Design decodificador_gestos, sky130hd; sources not shown.
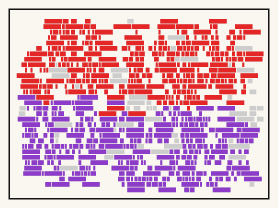
**Above:** cells colored by instance.
(2 px per um) Other cells in gray.
u_canal_b1 -> red  # cells 318
u_canal_b2 -> purple  # cells 325
post-route insts no fill: 850
post-layout util: 0.664

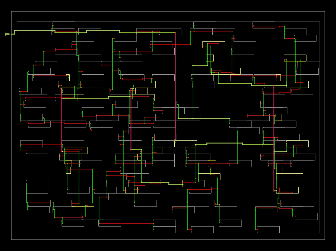
**Above:** the clock network.
CTS Buf Count: 17
skew final: 9.71 ps
P_clk: 1390 uW

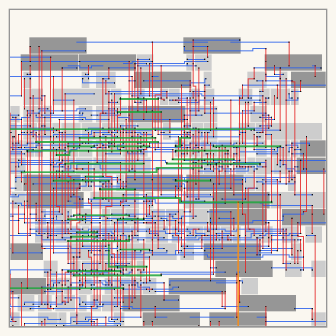
**Above:** zoomed window.
Window x 72 to 122, y 44 to 94 um. Cells in gray, sequential cells in the stronger gray; small squares are vias.
M2 -> red
M4 -> orange
M3 -> green
M1 -> blue
sequential cells in the window = 25
most frequent = dfrtp_1 (25), nor2_1 (21), a21oi_1 (13)
cells with their middle in the window = 173

==> flow_metrics.py <==
# Synthesis and PnR figures
metrics = {
    "sta": {
        "clock.fmax_mhz": 342,
        "tightest_slew_ps": 1140,
        "rsz0062_at_grt": "no",
        "hold_slack_ps": 48.6,
        "slew_headroom": 0.239,
        "fin_crit_ps": 2920,
        "setup_violations": 0,
        "tns_ps": 0,
        "fin_crit_sh": 0.714,
    },
    "synthesis": {
        "yosys.area.top_type_share": 0.478,
        "ys.flop_type": "dfrtp_1",
        "yosys.stat.seqShare": 0.478,
        "yosys_warnings": 6,
        "ys_chip_area_mm2": 0.00644,
        "top_cells_by_count": "dfrtp_1, nor2_1, nand2_1",
        "edf_count": 0,
        "area_leaders": "dfrtp_1, nor2_1, xor2_1",
        "ys_async_sr_fraction": 1.00,
        "synth_nets": 681,
    },
    "detailed_routing": {
        "drt_iter0_markers": 354,
        "vias_per_cell": 5.97,
        "drt_wl_total_um": 13400,
        "drc": 0,
        "wl_per_cell_um": 15.8,
    },
    "critical_path": {
        "path_cells": "nand3b_1 -> nand2b_1 -> nor2_1 -> nand3_1 -> a31oi_1 -> a311oi_4 -> nor3_1",
        "cp.required_ps": 4330,
        "cp_max_fo": 25,
        "crit_type": "reg2reg",
        "max_stage_delay_ps": 1000,
        "cp.arrival_ps": 3160,
        "reg2reg_slack_ps": 1170,
        "slowest_stage": "a311oi_4",
    },
    "die": {
        "ios": 13,
        "fp.dieH_um": 94,
        "num_rows": 32,
        "die_width_um": 129,
        "fp_util": 0.593,
    },
    "layout": {
        "layout.nets": 695,
        "antennaDiodeCount": 0,
        "area_growth_syn_to_layout_pct": 11.9,
    },
    "power": {
        "total_power_uw": 2670,
        "ir_drop_mv": 0.347,
        "power_density_mw_per_mm2": 370,
    },
    "clocking": {
        "cts_resized": 0,
        "clock_path_buffers": 2,
        "cts_hold_buf": 0,
        "clk_latency_ps": 420,
        "clock_sinks": 123,
        "cts_tree": "built",
        "post_cts_buffers": 0,
    },
    "grt": {
        "grt_usage": 0.245,
        "antenna_found_initial": 0,
        "grt_pass1_vias": 4841,
        "grt_remaining_overflow": 0,
        "grt_max_degree": 60,
        "grt_pass1_wl_um": 23200,
    },
    "status": {
        "status": "complete, no violations",
    },
    "placement": {
        "port_buffers": 12,
        "gp_congestion": 0.927,
        "postPlaceCellArea_mm2": 0.00665,
        "place_hpwl_um": 8990,
    },
}
-- power by group --
part | switching, uW | total, uW | internal (uW)
combinational | 35.5 | 44.6 | 9.09
clock | 530 | 1390 | 861
sequential | 5.39 | 1230 | 1220
-- worst max-delay path, delay by kind of cell, from the launching register on --
kind,cells,cell delay (ps)
flops,1,590
compound gates,2,1080
simple gates,5,1070
-- per-layer routing --
metal	share of wire	global-route usage	vias up	wire [um]
li1	-	-	2447	-
met1	0.48	0.347	2451	6450
met2	0.44	0.364	152	5920
met3	0.060	0.0564	22	809
met4	0.017	0.105	0	225
met5	0	0	-	0
-- per-stage QoR --
stage / cells / setup slack (ps)
after floorplan: 671 / 1890
after global placement: 819 / 1350
after detailed placement: 819 / 1210
after CTS: 850 / 1220
after global routing: 850 / 891
final: 850 / 1170
-- kinds of logic (layout without fill, tap and decap cells) --
logic type,after synthesis,count (layout),share of synthesized area
flops,123,123,0.478
fa+ha+maj,6,6,0.0117
xor+xnor,71,71,0.0966
mux,1,1,0.00156
buf+inv,39,65,0.0303
simple gates,351,351,0.299
compound gates,80,80,0.0822
-- layout by cell type, fill, tap and decap left out, drive strengths merged, types with 13 or more instances in the layout --
master | netlist | final
a21oi | 32 | 32
nand3 | 37 | 37
nor3 | 19 | 19
and4 | 14 | 14
or4 | 19 | 19
nand2 | 41 | 41
dfrtp | 123 | 123
nor2 | 106 | 106
nor4 | 15 | 15
nand4 | 35 | 35
xnor2 | 34 | 34
inv | 18 | 18
xor2 | 37 | 37
o21ai | 13 | 13
o31ai | 14 | 14
clkbuf | 12 | 21
or3 | 15 | 15
-- cell type report --
cell class	count	area, um^2
clock inverters	10	95.1
flip-flops and latches	123	3080
clock buffers	21	460
inverters	18	67.6
well taps	153	191
repair buffers	16	148
multi-input cells	509	3160
fillers	844	3650
Power figures rest on the tool's default switching activity, not on a simulated workload.
